**Metal 1**

The bar under the picture is 20 um long.
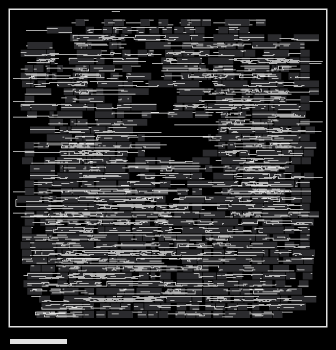
**Signal wires on met2**

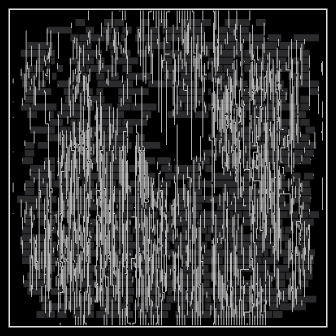
**The metal 3 layer**

The bar under the picture is 20 um long.
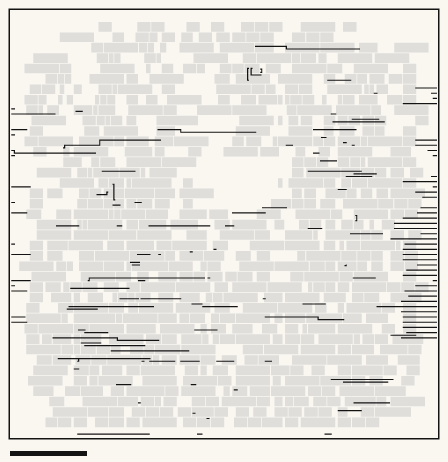
Design lut_loader_flat, sky130hd; sources not shown.
==> ds_physical_params.txt <==
Table: implementation figures

Parameter                              Value

Outcome
  Run status    finished clean

Place
  Placed cell area    6800 um^2
  Placed Instances    677
  Pre-CTS setup slack    -640 ps
  Estimated wirelength of the detail-placed design    8530 um
  Final estimated routing congestion in global placement    0.753

Clock tree
  Library cell used as clock root buffer    sky130_fd_sc_hd__clkbuf_8
  Post-CTS repair timing setup buffer count    29
  Deepest level of the CTS H-tree    4
  Clock latency on the worst-skew pair    between 400 and 500 ps
  CTS Hold Bufs    1
  Clock transition at the register clock pins on the worst setup and hold paths after CTS    70 ps
  Clock sink count    124
  Total clock buffers created by CTS    17
  CTS resizes    ~110

Finish
  Number of standard cells in the final layout excluding fillers    about 770
  Max FFs per register    28
  Top cells excl fill/tap    sky130_fd_sc_hd__clkdlybuf4s50_1 (131), sky130_fd_sc_hd__dfrtp_1 (120), sky130_fd_sc_hd__mux2_2 (28), sky130_fd_sc_hd__buf_4 (24), sky130_fd_sc_hd__nand2_1 (21)
  Area of combinational cells with multiple inputs    2780 um^2
  Layout fillers    743
  Number of nets in the layout    695
  Seq. cell area    3110 um^2
  Share of post-route cells with drive strength above 1    0.379

Synth
  Yosys reg bits    124
  Warnings from Yosys    0
  Fraction of synthesized area in multiplexers    0.125
  XORs/XNORs by Area    0.0393
  Cell type with the highest aggregate area in the netlist    sky130_fd_sc_hd__dfrtp_1
  FA/HA/MAJ Cells, Area Fraction    0.0210
  Post-synthesis share of cell area spent on and, or, nand and nor gates    0.0938
  Mapped Cells    421
  Area share of the largest cell type after synthesis    0.580
  Main area contributors    sky130_fd_sc_hd__dfrtp_1 (58%), sky130_fd_sc_hd__mux2_2 (9.3%), sky130_fd_sc_hd__xnor2_1 (2.3%)
  Cell area after synthesis    5350 um^2
  Distinct cell type count of the synthesized netlist    37
  AND-OR/OR-AND share of the synthesized area    0.110
  Yosys Instances    421
  Yosys-reported design area after synthesis    around 5400 um^2
  Most frequently used cell type in the post-synthesis netlist    sky130_fd_sc_hd__dfrtp_1
  Average instance area after synthesis    roughly 13 um^2
  Top logic cell family in the synthesized netlist    multiplexers
  Proportion of synthesized flip-flops having asynchronous set or reset    1.00
  Post-synth seq share    0.580
  Main synth FF type    sky130_fd_sc_hd__dfrtp_1

STA
  Finish-stage setup viols    0
  Actual transition at the worst max-transition pin    558 ps
  Fin Setup TNS    0 ps
  Post-layout minimum cycle time    between 2000 and 2500 ps
  Final clock period utilization by the worst path    0.901
  Setup slack of the critical path after layout    approximately 250 ps
  Hold slack    250 ps
  Max-Slew Margin vs Limit    0.628
  Endpoints failing hold    0
  Timing-limited maximum frequency    roughly 440 MHz

Routing
  Wire length on met3    920 um
  Detailed-route DRC error count    0
  Average routed wire per standard cell    21.5 um
  Violation tally from detailed-route iteration zero    ~280
  Routed met1 length    6490 um
  Post-DRT Antenna Nets    0
  Topmost layer with routed signal wires    met4

GRT
  Pin count of the biggest net entering global routing    roughly 67
  Residual overflow from global routing    0
  Number of global-route vias before repair    between 4000 and 5000
  GRT Util Overall    0.256
  Layer carrying the most global-route usage    met2

Power
  Part of the total power dissipated in combinational logic    0.552
  Portion of total power attributed to sequential cells    0.294
  Flip-flop and latch power    0.00330 W
  Leading power group    combinational logic
  Power Internal    between 0.007 and 0.008 W
  Leakage dissipation    3.56 nW
  Clk pwr    0.00173 W
  Power density over the cells    1330 nW/um^2
  Post-layout power    0.0112 W
  Power dissipated in combinational cells    0.00619 W
  Worst vdd rail ir drop    0.840 mV

Floorplan
  FP Rows    39
  Die Wd    112 um
  Core footprint    11400 um^2
  Number of top-level design ports    134
  Die height    approximately 110 um
  Die area    12500 um^2

Worst setup path
  Worst-path fanout max    8
  Endpoint arrival time on the critical path    between 2000 and 3000 ps
  FF-to-FF setup slack    approximately 250 ps
  Critical path required time    2750 ps
  Kind of end point of the critical path    flop
  Worst Setup Start Kind    flop
  Worst Reg-to-Reg Cells    9
  Critical path class    flop to flop

Min path
  Worst min-delay path category    flop to flop

Flow run
  Tool warnings    32
  MaxCap Viol Count    0
Notes on 'metal 1' above:
longest straight run = 42.8 um
wire length on this layer = 6490 um
share of all routed wire = 39%
main direction = horizontal
detailed-route wire length: 16500 um
total number of vias: 4362
met1 usage in global routing: 0.307

Notes on 'signal wires on met2' above:
wire length on this layer = 8420 um
share of all routed wire = 51%
nets with wire on the layer = 645
main direction = vertical
GR met2 Demand/Resource: 0.432

Notes on 'the metal 3 layer' above:
longest straight run = 30.1 um
share of all routed wire = 5.6%
nets with wire on the layer = 101
wire length on this layer = 920 um
main direction = horizontal
met3 track demand over resource in global routing: 0.0670

[final cells by class]
type,instances,area share
antenna,1,0.000297
clock inverter,8,0.0110
multi-input combinational,272,0.330
inverter,12,0.00608
timing repair buffer,182,0.227
tap,143,0.0212
timing repair inverter,1,0.000890
sequential,124,0.369
clock buffer,23,0.0346
[worst max-delay path, stage by stage, from the launching register on]
cell	delay (ps)
sky130_fd_sc_hd__dfrtp_1	410
sky130_fd_sc_hd__inv_2	80
sky130_fd_sc_hd__ha_4	200
sky130_fd_sc_hd__a21boi_4	180
sky130_fd_sc_hd__buf_6	150
sky130_fd_sc_hd__o21ai_4	220
sky130_fd_sc_hd__buf_12	180
sky130_fd_sc_hd__a21oi_1	80
sky130_fd_sc_hd__or3_4	370
sky130_fd_sc_hd__a21boi_4	190
Power and IR drop assume default switching activity.
